[config.mk]
export PLATFORM = sky130hd
export DESIGN_NAME = period_meter
export DESIGN_NICKNAME = d
export VERILOG_FILES = /design/src/rtl/period_meter_pkg.sv /design/src/rtl/period_meter_edge_sync.sv /design/src/rtl/period_meter.sv
export SDC_FILE = /design/constraint.sdc
export NUM_CORES = 1
export LEC_CHECK = 0
export CORE_MARGIN = 2
export CORE_UTILIZATION = 48
export DETAILED_ROUTE_END_ITERATION = 6
export PLACE_DENSITY = 0.75
export SYNTH_ARGS = -nofsm -noshare
export SYNTH_HDL_FRONTEND = slang
export SYNTH_HIERARCHICAL = 1
export SYNTH_SLANG_ARGS = --single-unit
[constraint.sdc]
create_clock -name clk_in -period 1.5 [get_ports clk_in]
set_input_delay 0.225 -clock clk_in [delete_from_list [all_inputs] [get_ports clk_in]]
set_output_delay 0.225 -clock clk_in [all_outputs]
set_load 0.05 [all_outputs]
[src/rtl/period_meter_pkg.sv]
// ---------------------------------------------------------------------------
// period_meter_pkg
// Shared definitions for the period meter: FSM state encoding and the
// default counter width / synchronizer depth used by period_meter and
// edge_sync.
// ---------------------------------------------------------------------------
package period_meter_pkg;

  localparam int PM_CNT_W_DEFAULT       = 12;
  localparam int PM_SYNC_STAGES_DEFAULT = 2;

  typedef enum logic [1:0] {
    ST_IDLE    = 2'd0,
    ST_ARM     = 2'd1,
    ST_MEASURE = 2'd2
  } pm_state_e;

endpackage

[src/rtl/period_meter_edge_sync.sv]
// ---------------------------------------------------------------------------
// edge_sync
// Brings an asynchronous level into the clk_in domain through a flop chain
// and flags its rising edges.
//
// Ports:
//   clk_in    in   sampling clock, rising edge
//   rst       in   asynchronous active-high reset, clears the whole chain
//   async_in  in   level to synchronize (asynchronous to clk_in)
//   sync_out  out  synchronized level (last stage of the chain)
//   rise      out  combinational strobe: sync_out high, previous sample low
// ---------------------------------------------------------------------------
module edge_sync #(
  parameter int STAGES = period_meter_pkg::PM_SYNC_STAGES_DEFAULT
) (
  input  logic clk_in,
  input  logic rst,
  input  logic async_in,
  output logic sync_out,
  output logic rise
);

  logic [STAGES-1:0] sync_q, sync_d;
  logic              prev_q, prev_d;

  always_comb begin
    sync_d = {sync_q[STAGES-2:0], async_in};
    prev_d = sync_q[STAGES-1];
  end

  always_ff @(posedge clk_in or posedge rst) begin
    if (rst) begin
      sync_q <= '0;
      prev_q <= 1'b0;
    end else begin
      sync_q <= sync_d;
      prev_q <= prev_d;
    end
  end

  assign sync_out = sync_q[STAGES-1];
  assign rise     = sync_q[STAGES-1] & ~prev_q;

endmodule

[src/rtl/period_meter.sv]
// ---------------------------------------------------------------------------
// period_meter
// Measures the rising-to-rising period of a slow asynchronous signal in
// clk_in cycles. A period with no edge for 2^CNT_W-1 cycles flags timeout.
//
// Ports:
//   clk_in        in   system clock, rising edge
//   rst           in   asynchronous active-high reset
//   meas_en       in   measurement enable (clk_in domain)
//   sig_in        in   signal to measure (asynchronous)
//   period        out  last measured period in clk_in cycles
//   period_valid  out  one-cycle pulse when period updates
//   high_time     out  cycles sync level was high in the measured period
//                      (present only when PERIOD_METER_DUTY_EN is defined)
//   timeout       out  no rising edge within 2^CNT_W-1 cycles
//
// Build option: PERIOD_METER_DUTY_EN adds the high_time output and counter.
//
// state      | meaning
// -----------+---------------------------------------------------------
// ST_IDLE    | disabled, counter parked at 1
// ST_ARM     | enabled, waiting for a reference edge (no result on it)
// ST_MEASURE | counting cycles since the last edge; next edge gives period
// ---------------------------------------------------------------------------
module period_meter
  import period_meter_pkg::*;
#(
  parameter int CNT_W       = PM_CNT_W_DEFAULT,
  parameter int SYNC_STAGES = PM_SYNC_STAGES_DEFAULT
) (
  input  logic             clk_in,
  input  logic             rst,
  input  logic             meas_en,
  input  logic             sig_in,
  output logic [CNT_W-1:0] period,
  output logic             period_valid,
`ifdef PERIOD_METER_DUTY_EN
  output logic [CNT_W-1:0] high_time,
`endif
  output logic             timeout
);

  localparam logic [CNT_W-1:0] CNT_MAX = '1;
  localparam logic [CNT_W-1:0] CNT_ONE = CNT_W'(1);

  pm_state_e        state_q, state_d;
  logic [CNT_W-1:0] cnt_q, cnt_d;
  logic [CNT_W-1:0] period_q, period_d;
  logic             valid_q, valid_d;
  logic             timeout_q, timeout_d;
  logic             sync_lvl;
  logic             rise;

  edge_sync #(
    .STAGES (SYNC_STAGES)
  ) u_edge_sync (
    .clk_in   (clk_in),
    .rst      (rst),
    .async_in (sig_in),
    .sync_out (sync_lvl),
    .rise     (rise)
  );

  // meas_en low outranks everything, including an edge on the same cycle.
  always_comb begin
    state_d   = state_q;
    cnt_d     = cnt_q;
    period_d  = period_q;
    valid_d   = 1'b0;
    timeout_d = timeout_q;
    if (!meas_en) begin
      state_d = ST_IDLE;
      cnt_d   = CNT_ONE;
    end else begin
      case (state_q)
        ST_IDLE: begin
          cnt_d   = CNT_ONE;
          state_d = ST_ARM;
        end
        ST_ARM: begin
          if (rise) begin
            cnt_d   = CNT_ONE;
            state_d = ST_MEASURE;
          end
        end
        ST_MEASURE: begin
          // an edge on the saturation cycle still counts as a measurement
          if (rise) begin
            period_d  = cnt_q;
            valid_d   = 1'b1;
            timeout_d = 1'b0;
            cnt_d     = CNT_ONE;
          end else if (cnt_q == CNT_MAX) begin
            timeout_d = 1'b1;
            cnt_d     = CNT_ONE;
            state_d   = ST_ARM;
          end else begin
            cnt_d = cnt_q + CNT_ONE;
          end
        end
        default: begin
          state_d = ST_IDLE;
          cnt_d   = CNT_ONE;
        end
      endcase
    end
  end

  always_ff @(posedge clk_in or posedge rst) begin
    if (rst) begin
      state_q   <= ST_IDLE;
      cnt_q     <= CNT_ONE;
      period_q  <= '0;
      valid_q   <= 1'b0;
      timeout_q <= 1'b0;
    end else begin
      state_q   <= state_d;
      cnt_q     <= cnt_d;
      period_q  <= period_d;
      valid_q   <= valid_d;
      timeout_q <= timeout_d;
    end
  end

  assign period       = period_q;
  assign period_valid = valid_q;
  assign timeout      = timeout_q;

`ifdef PERIOD_METER_DUTY_EN
  logic [CNT_W-1:0] hcnt_q, hcnt_d;
  logic [CNT_W-1:0] high_q, high_d;
  logic             ref_edge;

  // The edge cycle itself has the synchronized level high, so a fresh
  // window starts at 1.
  assign ref_edge = meas_en & rise & ((state_q == ST_ARM) | (state_q == ST_MEASURE));

  always_comb begin
    hcnt_d = hcnt_q;
    high_d = high_q;
    if (ref_edge) begin
      hcnt_d = CNT_ONE;
    end else if (meas_en && (state_q == ST_MEASURE) && sync_lvl && (hcnt_q != CNT_MAX)) begin
      hcnt_d = hcnt_q + CNT_ONE;
    end
    if (valid_d) begin
      high_d = hcnt_q;
    end
  end

  always_ff @(posedge clk_in or posedge rst) begin
    if (rst) begin
      hcnt_q <= '0;
      high_q <= '0;
    end else begin
      hcnt_q <= hcnt_d;
      high_q <= high_d;
    end
  end

  assign high_time = high_q;
`else
  logic unused_sync_lvl;
  assign unused_sync_lvl = sync_lvl;
`endif

endmodule

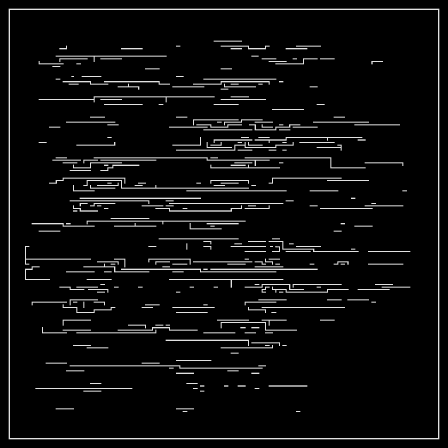
**Above:** the metal 1 layer.
wire length on this layer	1,140 um
longest straight run	21.2 um
nets with wire on the layer	143
share of all routed wire	43%
detailed-route wire length: 2650 um
grt met1 use: 22.0%
DR vias: 1,014

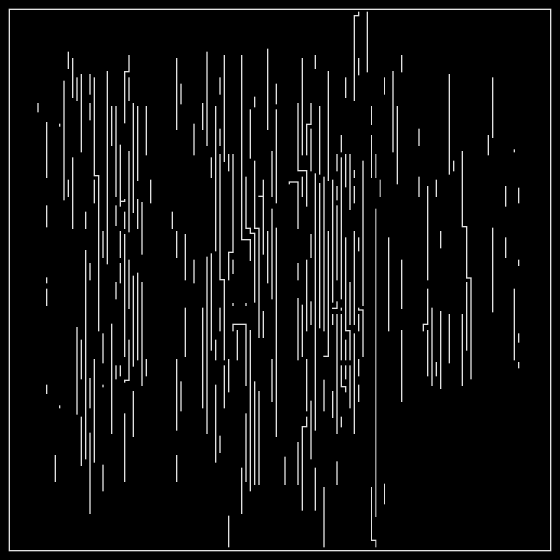
**Above:** the metal 2 layer.
main direction	vertical
wire length on this layer	1,340 um
met2 usage: 27.9%

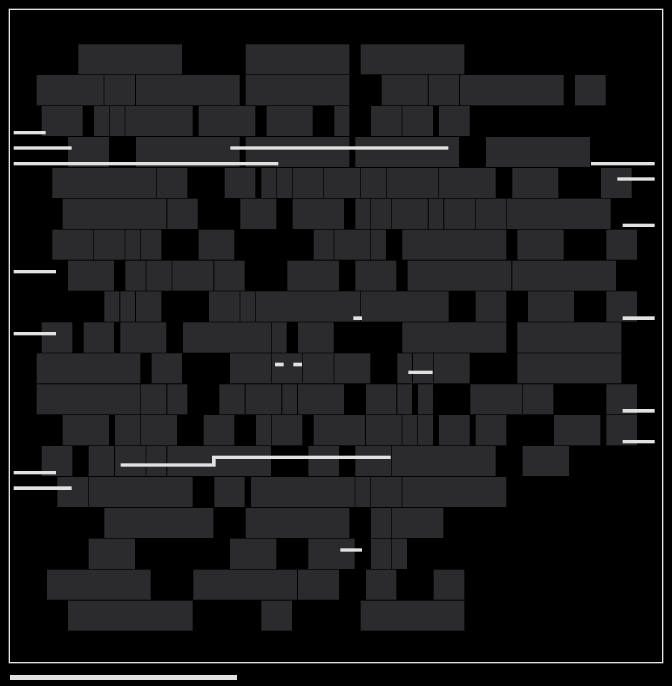
**Above:** signal wires on met3.
Bar = 20 um. Cells faint in the background.
longest straight run	23.0 um
nets with wire on the layer	16
share of all routed wire	4.2%
met3 Use GR: 6.12%

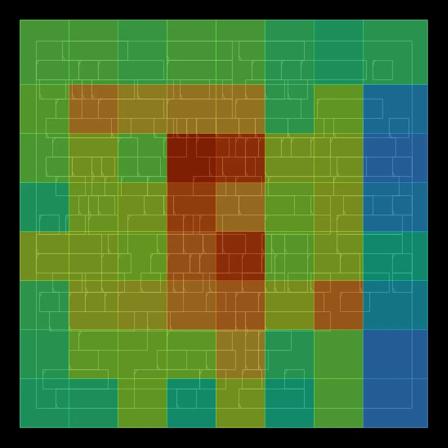
**Above:** routing congestion.
Total GRT Usage: 17.7%
Most Used Layer, Global Route: met2
Final Util: 68.1%

==> impl_metrics.csv <==
group,metric,value,unit
timing,max_freq,630,MHz
drt,wire_per_inst,14.1,um
synthesis,synthesis.area,1370,um^2
die,die-height,57.4,um
die,die_area,3290,um^2
synthesis,synth-edff-count,0,
layout,fin_cells,188,
drt,postRouteAntennaNets,0,
layout,final_nets,161,
timing,setup_ws,-0.0864,ns
timing,slew_headroom,76.6,%
setup_path,critPathCapture,"state_q[0]$_DFFE_PP0P_",
placed_design,numPortBuffers,17,
timing,period_used_share,106,%
setup_path,cp_slowest_stage_delay,0.56,ns
layout,lay_top_cells,"33 x buf_4, 30 x dfrtp_1, 12 x nor2_1",
placed_design,place_area,1680,um^2
timing,hold-worst-slack,0.0699,ns
layout,seq_share,41.8,%
drt,met1_length,1140,um
timing,finalHoldViolCount,0,
timing,setup_viol,14,
layout,signal_buffers,37,
power,power.density,903,nW/um^2
power,switching_power,0.383,mW
layout,layout_top_cell,"buf_4",
die,coreArea,2730,um^2
outcome,status,"complete, but fails checks",
setup_path,cp-start-kind,"flip-flop",
cts,insertion_delay,0.33,ns
cts,cts_resized,6,
power,seqPwrFrac,51.4,%
synthesis,ys.flops,31,
power,seq_cell_power,0.863,mW
outcome,violations,"setup timing",
No activity file was given, so power comes from the tool's default toggle rates.
